===== src/rtl/mux_stream_nto1.sv =====
// Registered N-to-1 stream mux with valid/ready per channel.
// Selection is either an external index or a round-robin pointer.
module mux_stream_nto1 #(
  parameter int WIDTH    = 16,
  parameter int CHANNELS = 16,
  parameter int SEL_W    = 4
) (
  input  logic                      clk,
  input  logic                      rst,
  input  logic [CHANNELS*WIDTH-1:0] in_data,
  input  logic [CHANNELS-1:0]       in_valid,
  output logic [CHANNELS-1:0]       in_ready,
  input  logic                      mode,
  input  logic [SEL_W-1:0]          s,
  output logic [WIDTH-1:0]          out_data,
  output logic                      out_valid,
  output logic [SEL_W-1:0]          out_ch,
  input  logic                      out_ready
);

  localparam logic [SEL_W-1:0] LAST = SEL_W'(CHANNELS - 1);

  logic [SEL_W-1:0] ptr;
  logic [SEL_W-1:0] gnt;
  logic [SEL_W-1:0] fx;
  logic [SEL_W-1:0] hi;
  logic [SEL_W-1:0] lo;
  logic             fx_v;
  logic             hi_v;
  logic             lo_v;
  logic             gnt_v;
  logic             load;
  logic [WIDTH-1:0] gnt_data;

  assign load = ~out_valid | out_ready;

  // Descending scan leaves the lowest match: hi is the first valid at or
  // above ptr, lo the lowest valid overall (the wrap-around candidate).
  always_comb begin
    fx_v = 1'b0;
    fx   = '0;
    hi_v = 1'b0;
    hi   = '0;
    lo_v = 1'b0;
    lo   = '0;
    for (int k = CHANNELS - 1; k >= 0; k--) begin
      if (in_valid[k] && s == SEL_W'(k)) begin
        fx_v = 1'b1;
        fx   = SEL_W'(k);
      end
      if (in_valid[k] && SEL_W'(k) >= ptr) begin
        hi_v = 1'b1;
        hi   = SEL_W'(k);
      end
      if (in_valid[k]) begin
        lo_v = 1'b1;
        lo   = SEL_W'(k);
      end
    end
    gnt_v = mode ? (hi_v | lo_v) : fx_v;
    gnt   = mode ? (hi_v ? hi : lo) : fx;
  end

  always_comb begin
    gnt_data = '0;
    in_ready = '0;
    for (int k = 0; k < CHANNELS; k++) begin
      if (gnt == SEL_W'(k)) begin
        gnt_data = in_data[k*WIDTH +: WIDTH];
      end
      in_ready[k] = ~rst & load & gnt_v & (gnt == SEL_W'(k));
    end
  end

  always_ff @(posedge clk or posedge rst) begin
    if (rst) begin
      out_data  <= '0;
      out_valid <= 1'b0;
      out_ch    <= '0;
      ptr       <= '0;
    end else if (load) begin
      if (gnt_v) begin
        out_data  <= gnt_data;
        out_ch    <= gnt;
        out_valid <= 1'b1;
        if (mode) begin
          ptr <= (gnt == LAST) ? '0 : gnt + 1'b1;
        end
      end else begin
        out_valid <= 1'b0;
      end
    end
  end

endmodule

===== config.mk =====
export PLATFORM = sky130hd
export DESIGN_NAME = mux_stream_nto1
export DESIGN_NICKNAME = d
export VERILOG_FILES = /design/src/rtl/mux_stream_nto1.sv
export SDC_FILE = /design/constraint.sdc
export NUM_CORES = 1
export LEC_CHECK = 0
export ABC_AREA = 1
export CORE_AREA = 2 2 123 125
export DETAILED_ROUTE_END_ITERATION = 10
export DIE_AREA = 0 0 125 127
export PLACE_DENSITY = 0.82
export SLEW_MARGIN = 30
export SYNTH_ARGS = -nofsm -noshare
export SYNTH_HDL_FRONTEND = slang
export SYNTH_SLANG_ARGS = --single-unit
export TNS_END_PERCENT = 1

===== constraint.sdc =====
create_clock -name clk -period 7.25 [get_ports clk]
set_clock_uncertainty 0.2 [all_clocks]
set_input_delay 2.175 -clock clk [delete_from_list [all_inputs] [get_ports clk]]
set_output_delay 2.175 -clock clk [all_outputs]
set_load 0.02 [all_outputs]

### Sequential cells grouped by signal name

Scale bar: 50 um.
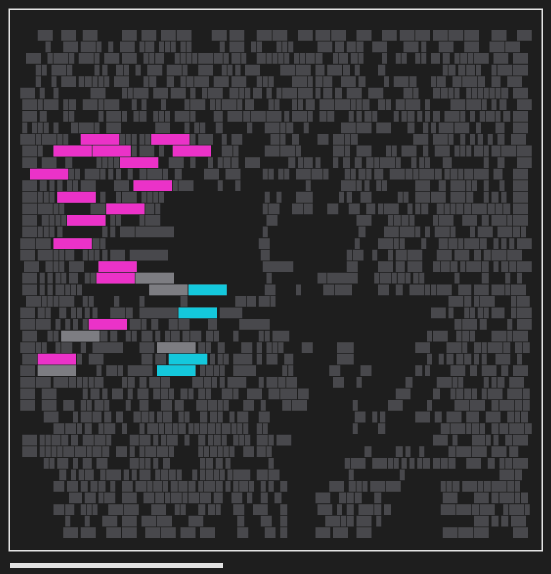
[cyan] ptr | flops: 4
[magenta] out_data | flops: 16

### Routing congestion

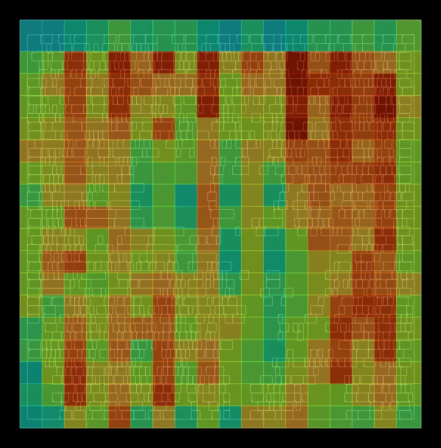
utilization after layout: 58.9%
met3 global-route usage: 4.10%
GR Layer Usage met1: 35.5%

### Wires at chosen ports, followed through buffers

Scale bar: 50 um.
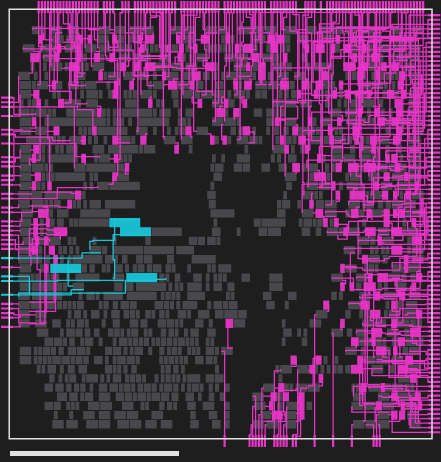
[magenta] in_data | bits: 256 | direction: input | edge: 114 top, 92 right, 30 left, 20 bottom | end cells: 256 | buffers: 256 | wire: 7350 um
[cyan] out_ch | bits: 4 | direction: output | edge: left | end cells: 4 | buffers: 4 | wire: 206 um

### Layout detail

Scale bar: 10 um. Window x 19 to 44, y 19 to 44 um. Cells in gray, sequential cells in the stronger gray; small squares are vias.
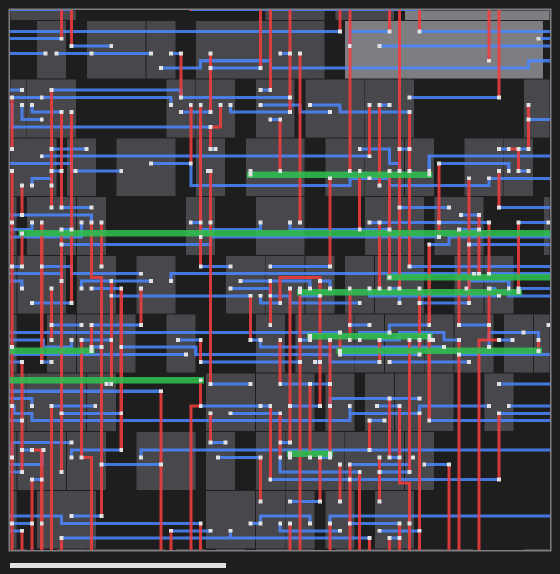
[blue] met1
[green] met3
[red] met2
cells with their middle in the window: 71
sequential cells in the window: 1
most frequent: nor2_1 (12), inv_1 (11), buf_4 (10)
netlist names of flops here include: ptr (1)

where the power goes:
| part | switching [mW] | internal, mW | total [mW] |
|---|---|---|---|
| clock | 0.0448 | 0.0750 | 0.120 |
| sequential | 0.0510 | 0.197 | 0.247 |
| combinational | 0.797 | 0.587 | 1.38 |
| total | 0.893 | 0.858 | 1.75 |
area by class of cell:
class                      instances  share of cell area, %
clock buffer                       4                  0.928
timing repair buffer             393                   43.6
multi-input combinational        784                   42.5
antenna                            1                 0.0295
sequential                        25                   7.36
tap                              184                   2.71
inverter                          65                   2.87
cells by family (layout without fill, tap and decap cells):
kind of cell    after synthesis  count (layout)
flops                        25              25
buf+inv                     107             462
fa+ha+maj                     4               4
simple gates                688             688
other cells                   0               1
compound gates               92              92
==> Changelog: implementation <==
## Implementation

- Worst-case setup slack after placement: -374 ps
- Final Max Tran Viols: 0
- Pwr/cell area: 206 mW/mm2
- Comb area leader: simple AND/OR/NAND/NOR gates
- DIE AREA: 0.0159 mm2
- Type of the tightest min-delay check: reg2reg
- Worst path setup slack after routing: 195 ps
- Metal2 WL: 11.7 mm
- Average cell area after synthesis: 5.09 um2
- Sequential cell area: 626 um2
- Worst-path cell with the longest stage delay: clkdlybuf4s50_1
- Required time of the critical path: 4880 ps
- Number of placed cells counting well taps: 1451
- Crit-path leading delay family: buffers and inverters
- Slew at the pin closest to its max-slew limit: 685 ps
- Leakage power summed over all cells: 3.94 nW
- Area grow syn2layout: 82.4%
- Number of antenna-violating nets in the routed design: 0
- Yosys warns: 0
- Gr ovfl total: 0
- XOR/XNOR Fraction of Synth Area: 0%
- Tally of OpenROAD warnings: 30
- Worst r2r path cells: 40
- Clock latency on the worst-skew pair: 250 ps
- Post-DP Area: 0.00845 mm2
- Reg2reg setup slack: 2920 ps
- Layout Cells excl Fill: 1456
- Core utilization at floorplan: 32.3%
- Category of the worst setup path capture point: output pin
- Library cell occupying the most area in the post-synthesis netlist: nand2_1
- Setup repair after global routing missed its margin: yes
- Total global-route track usage: 28.0%
- Synth Seq Share: 13.4%
- Crit path max fanout: 3
- Worst Hold Path Cells: 2
- Total negative slack: 0 ps
- Yosys stat cell total: 916
- Total Routed Length: 23.7 mm
- Yosys adder share: 1.07%
- Floorplan Core Area: 0.0144 mm2
- Maximum VDD drop: 190 uV
- Registers with the most flip-flops: out_data x16, out_ch x4, ptr x4
- Critical Setup Path Class: in2out
- Met3 wire length: 1.79 mm
- Hold Crit Endpoint: out_data[8]
- Layout net count: 1556
- Sum of internal, switching and leakage power: 1.75 mW
- Distinct cell type count after synthesis: 42
- Launch instance of the worst min-delay path: out_data[8]
- Number of standard cells after synthesis: 916
- First-pass GRT wire length: 35.8 mm
- Fillcell total: 1441
- Number of flip-flops under the largest register name: 16
- Number of synthesized register bits: 25
- Synth async-reset ratio: 100%
- CTS tree: built
- Vias in the first global route: 6595
- AND-OR/OR-AND Cells, Area Fraction: 11.0%
- DRC violation count after routing: 0
- Capturing point of the worst reg2reg path: out_data[4]
- CTS Buffer Depth: 2
- Total vias in the final route: 7122
- Clock slew seen by the registers of the worst setup and hold paths: 60 ps
- Final setup violation count: 0
- FP Rows: 44
- Status: complete, no violations
- Final estimated routing congestion in global placement: 0.992
- Layout cell share with drive strength beyond 1: 13.3%
- Maximum clock rate: 142 MHz
- Number of port buffers: 316
- Arrival time of the worst setup path: 4680 ps
- Proportion of synthesized area in mux cells: 0%
- Floorplan Nets: 1200
- Clock net sink count: 25
- Cell Area, Synth: 0.00466 mm2
- Buf/Inv on CP: 7
- Number of flops mapped to enable cells by yosys: 0
- Synth top area cells: nand2_1, dfrtp_1, nor2_1
- Final period utilization: 97.3%
- Largest register by flop count: out_data
- CP endpoint: in_ready[11]
- Simple-gate area share of the yosys netlist: 64.7%
- Global route hottest layer: met2
- Half-perimeter wire length of the detailed placement result: 19.4 mm
- Number of resized instances in the post-cts repair step: 22
- Hold Vio Cnt, Final: 0
- WL met1: 9.72 mm
- Non-Filler Cell Area, Final: 0.00849 mm2
- Fraction of post-synthesis cell area in the top cell type by area: 26.7%
- Slew margin rel.: 54.3%
- Largest net degree at the start of global routing: 41
- Num CTS Buffers: 3
- WHS: 280 ps
- Die Span X: 125 um
- Initial DRC count: 631
- Synth top cells by count: nand2_1, nor2_1, nand3_1
- CP cell instances: clkdlybuf4s50_1, buf_4, a211oi_1, nor2_1, o21a_1, o31ai_1, nand4_1, nand3_1, nand2_1, inv_1, ha_2, inv_2, buf_12, nor2_2, clkinv_1, nor2_1, buf_4
- Met2 usage: 50.8%
- MaxCap Viol Count: 0
- CTS Root Buffer Type: clkbuf_16
- Hold-fix buffer count after cts: 0
- Post-synthesis chip area from yosys: 0.00466 mm2
- Most used cells in the layout excluding fill and tap cells: nand2_1, clkdlybuf4s50_1, nor2_1, nand3_1, buf_4
- Most common cell in the netlist: nand2_1
- Final Critical Period: 7060 ps
- Number of setup buffers added after CTS: 0
- I/O pin count: 317
- Launch point of the worst path: in_valid[13]
- Die height: 127 um
- Most used flip-flop cell: dfrtp_1
- Longest individual stage delay on the worst path: 460 ps
- Number of antenna violations at the first check in global routing: 1
- Start of the worst register-to-register path: ptr[3]
Power and IR drop assume default switching activity.
